$ cat config.mk
export PLATFORM = sky130hd
export DESIGN_NAME = pes_elc_scan
export DESIGN_NICKNAME = d
export VERILOG_FILES = /design/src/rtl/pes_elc_pkg.sv /design/src/rtl/pes_elc_scan_dir.sv /design/src/rtl/pes_elc_scan.sv
export SDC_FILE = /design/constraint.sdc
export NUM_CORES = 1
export LEC_CHECK = 0
export CAP_MARGIN = 20
export CELL_PAD_IN_SITES_DETAIL_PLACEMENT = 0
export CELL_PAD_IN_SITES_GLOBAL_PLACEMENT = 1
export CORE_ASPECT_RATIO = 1.4
export CORE_UTILIZATION = 30
export CTS_BUF_LIST = sky130_fd_sc_hd__clkbuf_2 sky130_fd_sc_hd__clkbuf_4 sky130_fd_sc_hd__clkbuf_8
export DETAILED_ROUTE_END_ITERATION = 16
export PLACE_DENSITY_LB_ADDON = 0.1
export SLEW_MARGIN = 40
export SYNTH_ARGS = -nofsm -noshare
export SYNTH_HDL_FRONTEND = slang
export SYNTH_SLANG_ARGS = --single-unit
$ cat constraint.sdc
create_clock -name clk -period 3.8 [get_ports clk]
set_input_delay 0.76 -clock clk [delete_from_list [all_inputs] [get_ports clk]]
set_output_delay 0.76 -clock clk [all_outputs]
set_load 0.005 [all_outputs]
$ cat src/rtl/pes_elc_pkg.sv
// pes_elc_pkg: shared types and constants for the SCAN elevator controller.
//   state_e  : controller state (IDLE / MOVE / DOOR)
//   DIR_UP / DIR_DOWN : encoding of the direction output
//   max_int  : helper for sizing the shared travel/door timer
package pes_elc_pkg;

  typedef enum logic [1:0] {
    ST_IDLE = 2'd0,
    ST_MOVE = 2'd1,
    ST_DOOR = 2'd2
  } state_e;

  localparam logic DIR_UP   = 1'b1;
  localparam logic DIR_DOWN = 1'b0;

  function automatic int max_int(input int a, input int b);
    return (a > b) ? a : b;
  endfunction

endpackage

$ cat src/rtl/pes_elc_scan_dir.sv
// pes_elc_scan_dir: combinational SCAN look-ahead over the pending bitmap.
//   pending       in  NUM_FLOORS  latched request bitmap
//   current_floor in  FLOOR_W     floor the car is at
//   direction     in  1           1 = up, 0 = down
//   any_ahead     out 1           a request lies beyond the car in `direction`
//   any_behind    out 1           a request lies behind the car
//   here          out 1           a request exists at current_floor
module pes_elc_scan_dir
  import pes_elc_pkg::*;
#(
  parameter int NUM_FLOORS = 8,
  parameter int FLOOR_W    = $clog2(NUM_FLOORS)
) (
  input  logic [NUM_FLOORS-1:0] pending,
  input  logic [FLOOR_W-1:0]    current_floor,
  input  logic                  direction,
  output logic                  any_ahead,
  output logic                  any_behind,
  output logic                  here
);

  logic any_above;
  logic any_below;

  // NOTE: every output of a combinational block gets a default first, so no
  // path through the loop can leave a value held and infer a latch.
  always_comb begin
    any_above = 1'b0;
    any_below = 1'b0;
    here      = 1'b0;
    for (int i = 0; i < NUM_FLOORS; i++) begin
      if (pending[i]) begin
        if (FLOOR_W'(i) > current_floor)      any_above = 1'b1;
        else if (FLOOR_W'(i) < current_floor) any_below = 1'b1;
        else                                  here      = 1'b1;
      end
    end
  end

  assign any_ahead  = (direction == DIR_UP) ? any_above : any_below;
  assign any_behind = (direction == DIR_UP) ? any_below : any_above;

endmodule

$ cat src/rtl/pes_elc_scan.sv
// pes_elc_scan: single-car elevator controller, latched multi-request set,
// SCAN scheduling, per-floor travel timer and door dwell timer with
// obstruction / overweight holds.
//   clk, reset (async, active-low)
//   call_valid/call_floor     : call strobe and binary floor number
//   over_time/over_weight     : door holds, honoured only while the door is open
//   current_floor, direction, moving, door_open : car status
//   complete                  : one-cycle pulse after a floor is served
//   door_alert, weight_alert  : hold indicators (DOOR state only)
//   pending                   : latched request bitmap
// Optional feature: define PES_ELC_FIRE_RECALL_EN to add input fire_recall,
// which clears requests, sends the car to floor 0 and holds its door open.
module pes_elc_scan
  import pes_elc_pkg::*;
#(
  parameter int NUM_FLOORS   = 8,
  parameter int FLOOR_W      = $clog2(NUM_FLOORS),
  parameter int FLOOR_CYCLES = 4,
  parameter int DOOR_CYCLES  = 6
) (
  input  logic                  clk,
  input  logic                  reset,
  input  logic                  call_valid,
  input  logic [FLOOR_W-1:0]    call_floor,
  input  logic                  over_time,
  input  logic                  over_weight,
`ifdef PES_ELC_FIRE_RECALL_EN
  input  logic                  fire_recall,
`endif
  output logic [FLOOR_W-1:0]    current_floor,
  output logic                  direction,
  output logic                  moving,
  output logic                  door_open,
  output logic                  complete,
  output logic                  door_alert,
  output logic                  weight_alert,
  output logic [NUM_FLOORS-1:0] pending
);

  localparam int TMR_W = $clog2(max_int(FLOOR_CYCLES, DOOR_CYCLES)) + 1;
  localparam logic [TMR_W-1:0] FLOOR_RELOAD = TMR_W'(FLOOR_CYCLES - 1);
  localparam logic [TMR_W-1:0] DOOR_RELOAD  = TMR_W'(DOOR_CYCLES - 1);

  state_e                  state_q,        state_d;
  logic [FLOOR_W-1:0]      floor_q,        floor_d;
  logic                    dir_q,          dir_d;
  logic [TMR_W-1:0]        timer_q,        timer_d;
  logic [NUM_FLOORS-1:0]   pending_q,      pending_d;
  logic                    complete_q,     complete_d;
  logic                    door_alert_q,   door_alert_d;
  logic                    weight_alert_q, weight_alert_d;

  logic                    fire;
`ifdef PES_ELC_FIRE_RECALL_EN
  assign fire = fire_recall;
`else
  assign fire = 1'b0;
`endif

  logic any_ahead, any_behind, here;

  pes_elc_scan_dir #(
    .NUM_FLOORS (NUM_FLOORS),
    .FLOOR_W    (FLOOR_W)
  ) u_dir (
    .pending       (pending_q),
    .current_floor (floor_q),
    .direction     (dir_q),
    .any_ahead     (any_ahead),
    .any_behind    (any_behind),
    .here          (here)
  );

  // One-hot decodes: out-of-range call floors match no bit and are dropped.
  logic [NUM_FLOORS-1:0] call_mask, floor_mask, step_mask;
  logic [FLOOR_W-1:0]    step_floor;
  logic                  door_call, at_ground, can_step;

  always_comb begin
    at_ground  = (floor_q == '0);
    can_step   = (dir_q == DIR_UP) ? (floor_q != FLOOR_W'(NUM_FLOORS - 1)) : !at_ground;
    step_floor = !can_step        ? floor_q :
                 (dir_q == DIR_UP) ? floor_q + FLOOR_W'(1) : floor_q - FLOOR_W'(1);
    door_call  = (state_q == ST_DOOR) && call_valid && (call_floor == floor_q);
    call_mask  = '0;
    floor_mask = '0;
    step_mask  = '0;
    for (int i = 0; i < NUM_FLOORS; i++) begin
      call_mask[i]  = call_valid && !fire && (call_floor == FLOOR_W'(i));
      floor_mask[i] = (floor_q == FLOOR_W'(i));
      step_mask[i]  = (step_floor == FLOOR_W'(i));
    end
  end

  always_comb begin
    state_d    = state_q;
    floor_d    = floor_q;
    dir_d      = dir_q;
    timer_d    = timer_q;
    complete_d = 1'b0;
    // A call for the floor whose door is open just holds the door instead.
    pending_d  = pending_q | (door_call ? (call_mask & ~floor_mask) : call_mask);

    unique case (state_q)
      ST_IDLE: begin
        if (fire) begin
          if (at_ground) begin
            state_d = ST_DOOR;
            timer_d = DOOR_RELOAD;
          end else begin
            state_d = ST_MOVE;
            dir_d   = DIR_DOWN;
            timer_d = FLOOR_RELOAD;
          end
        end else if (here) begin
          state_d    = ST_DOOR;
          timer_d    = DOOR_RELOAD;
          pending_d  = pending_d & ~floor_mask;
          complete_d = 1'b1;
        end else if (|pending_q) begin
          state_d = ST_MOVE;
          timer_d = FLOOR_RELOAD;
          if (!any_ahead && any_behind) dir_d = ~dir_q;
        end
      end

      ST_MOVE: begin
        if (timer_q != '0) begin
          timer_d = timer_q - TMR_W'(1);
        end else begin
          timer_d = FLOOR_RELOAD;
          floor_d = step_floor;
          if (fire) begin
            // Recall: the step just taken completes, then the car heads down.
            dir_d = DIR_DOWN;
            if (step_floor == '0) begin
              state_d = ST_DOOR;
              timer_d = DOOR_RELOAD;
            end
          end else if (|(pending_q & step_mask)) begin
            state_d    = ST_DOOR;
            timer_d    = DOOR_RELOAD;
            pending_d  = pending_d & ~step_mask;
            complete_d = 1'b1;
          end else if (pending_q == '0 || !can_step) begin
            // Nothing left to chase: let IDLE re-decide from a standstill.
            state_d = ST_IDLE;
          end
        end
      end

      ST_DOOR: begin
        if (over_time || over_weight || door_call || (fire && at_ground)) begin
          timer_d = DOOR_RELOAD;
        end else if (timer_q != '0) begin
          timer_d = timer_q - TMR_W'(1);
        end else begin
          state_d = ST_IDLE;
        end
      end

      default: state_d = ST_IDLE;
    endcase

    if (fire) pending_d = '0;

    door_alert_d   = (state_d == ST_DOOR) && (over_time || fire);
    weight_alert_d = (state_d == ST_DOOR) && over_weight;
  end

  // NOTE: sequential state uses non-blocking assignments so every flop
  // samples the pre-edge values of the others, independent of block order.
  always_ff @(posedge clk or negedge reset) begin
    if (!reset) begin
      state_q        <= ST_IDLE;
      floor_q        <= '0;
      dir_q          <= DIR_UP;
      timer_q        <= '0;
      pending_q      <= '0;
      complete_q     <= 1'b0;
      door_alert_q   <= 1'b0;
      weight_alert_q <= 1'b0;
    end else begin
      state_q        <= state_d;
      floor_q        <= floor_d;
      dir_q          <= dir_d;
      timer_q        <= timer_d;
      pending_q      <= pending_d;
      complete_q     <= complete_d;
      door_alert_q   <= door_alert_d;
      weight_alert_q <= weight_alert_d;
    end
  end

  assign current_floor = floor_q;
  assign direction     = dir_q;
  assign moving        = (state_q == ST_MOVE);
  assign door_open     = (state_q == ST_DOOR);
  assign complete      = complete_q;
  assign door_alert    = door_alert_q;
  assign weight_alert  = weight_alert_q;
  assign pending       = pending_q;

endmodule

**Signal wires by layer**

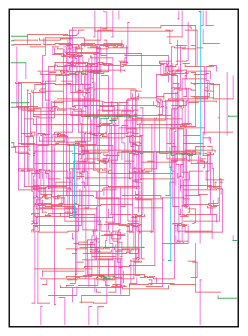
[magenta] met2 | wire length: 3460 microns
[cyan] met4 | wire length: 93.8 microns
[red] met1 | wire length: 2750 microns
[green] met3 | wire length: 114 microns

**Placement view**

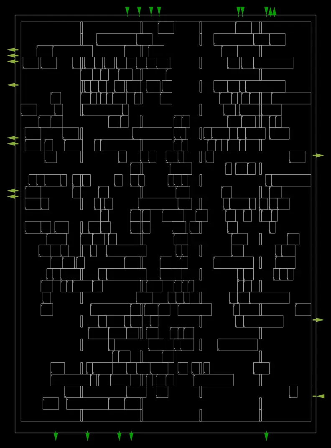
Flops: 21
final design utilization: 0.368

==> summary.txt <==
fresh numbers from the pnr run: most numerous cell in the Yosys netlist=nand2_1, Synth flops=21, Crit path arrival time=3.29 ns, Non-Filler Instances=~340, Reg clk slew, reported paths=0.09 ns, Clock Tree Root=clkbuf_8, WHS=between 0.4 and 0.5 ns, RD Place Congestion=~0.85, Post-DP Area=approximately 2200 sq um, Syn Nets=~260, Top Consumer=combinational cells, gr usage total=0.195, # DRC=0, and+or+nand+nor area frac=0.276, Post-Place Cells=333, status=completed, max reg flops=8, H-tree Lvls=1, number of tapcells=72, mi-comb count=a little under 200, number of library cell types mapped by synthesis=roughly 52, clock group power=roughly 0.16 mW, setup TNS=0 ns, buffer share of cell area=0.126, largest area contributor in the netlist=dfrtp_1, GR Util met1=0.234, wl on met1=approximately 2700 microns, CTS tree=done, Net Sw Frac=0.505, R2R Setup Slk=between 0.6 and 0.7 ns, CP max-delay cell=or3b_4, Slew Viols, Final=0, leak pwr=0.897 nW, Comb power=1.37 mW, CP peak stage delay=~0.43 ns, sequential cell fraction of total power=0.229, post_cts resized=0, n_diodes=0, Die Size=around 6700 sq um, maximum root-to-sink buffer count=2, Logic pwr share=0.689, max layer used=met4, crit path capture=pending[7]$_DFF_PN0_, FF-to-FF path depth=10, RR Endpoint=pending[7]$_DFF_PN0_, crit share post-route=0.826, Seq group=roughly 0.45 mW, Via Count=1910, Buffers, non-clock=31, Sequential Area=between 500 and 600 sq um, layer with the highest usage=met2, Die Wd=about 70 microns, Synth Flop Type=dfrtp_1, Min Clock Period, post-route=3.14 ns, first-pass GRT wire length=~10000 microns, aoi share=0.268, Crit path depth=10, vias in the first global route=about 1800, Biggest Area Class=combinational gates, crit path max fanout=12, total global routing overflow=0, Clock Network Area Fraction=0.0214, worst slew pin tran=about 0.73 ns, Area growth syn-to-layout=18.7%, post-synthesis adder-cell area fraction=0.0715, Int Pwr=roughly 0.98 mW, DRT antenna net count=0, # Cells Yosys=between 200 and 250, Comb area share=0.564, Top logic family=simple AND/OR/NAND/NOR gates, Inverters, non-clock=11, sw power=about 1.0 mW, met2 GRT Util=0.360, vias per inst=between 5 and 6, dpl ws=a little under 0.7 ns, Yosys warnings=0, r2r startpoint=current_floor[1]$_DFFE_PN0P_, Ports=25, Post-Route WL=6420 microns, drt pass-1 iters=4, YS chip area=roughly 1900 sq um, Pwr per Cell Area=869 nW/um^2, synth cell count leaders=nand2_1, a21oi_1, dfrtp_1, nor2_1, o21ai_0, Fillers=660, stage-log warning count=33, fmax=319 MHz, cell area after synthesis=roughly 1900 sq um, hold_buf cts=0, Critical Path RT=approximately 4.0 ns, Yosys top cell area share=0.260, Worst slew margin=0.511, syn_area_per_cell=7.92 sq um, Worst Hold Class=primary input to asynchronous set/reset pin, logic area=1290 sq um, GR Layer Usage met3=0.0167, final setup fails=0, Multiplexer share=0.0325, Critical Path Start=current_floor[1]$_DFFE_PN0P_, FP Core Util=0.310, drt wl/cell=~19 microns, Inserted Clock Buffers=3, Seq/Total Area, Yosys=0.274, First DRT Iteration DRCs=slightly below 90, worst path bufs/invs=2, critical-path cell list=inv_1 -> ha_1 -> or3b_4 -> a211o_1 -> mux2i_1 -> nor3_1 -> nor4_4 -> buf_4 -> o41ai_1 -> a21oi_1, Final HPWL DP=4850 microns, RSZ-0062 raised after global routing=no, final worst slack=0.661 ns, EDFF count, synth=0, Critical Path Source Type=flip-flop, # nets final=approximately 290, met3 routed WL=between 100 and 150 microns, fraction of registers with async set/reset=1.00, Max Cap Violations=0, XOR/XNOR Area Share=0.0182, core area=around 6200 sq um, Std-Cell Rows=34, Final Power=roughly 2.0 mW, share of layout cells above drive strength 1=0.0792, Crit. End Element=flip-flop
## cells in the final DEF (no fill, tap or decap), types with 2 or more instances in the layout
cell type        count
nor2b_1              5
o31ai_1              6
nor4_1               2
buf_4                7
dfrtp_1             20
nand3_1              9
a211oi_1             2
mux2_2               2
o211ai_1             3
nand3b_1             5
o41ai_1              4
nor3_1               5
a32o_1               2
o21ai_0             14
and2_1               5
a21o_1               2
ha_1                11
nor4b_1              3
clkdlybuf4s50_1     23
nand2b_1             5
a21oi_1             23
nor2_1              18
clkbuf_8             3
xor2_1               3
inv_1               11
nand2_1             25
or4_1                2
a41oi_1              2
mux2i_1              4
or2b_1               2
a31oi_1              8
nor3b_1              4
o21ai_1              4
No activity file was given, so power comes from the tool's default toggle rates.
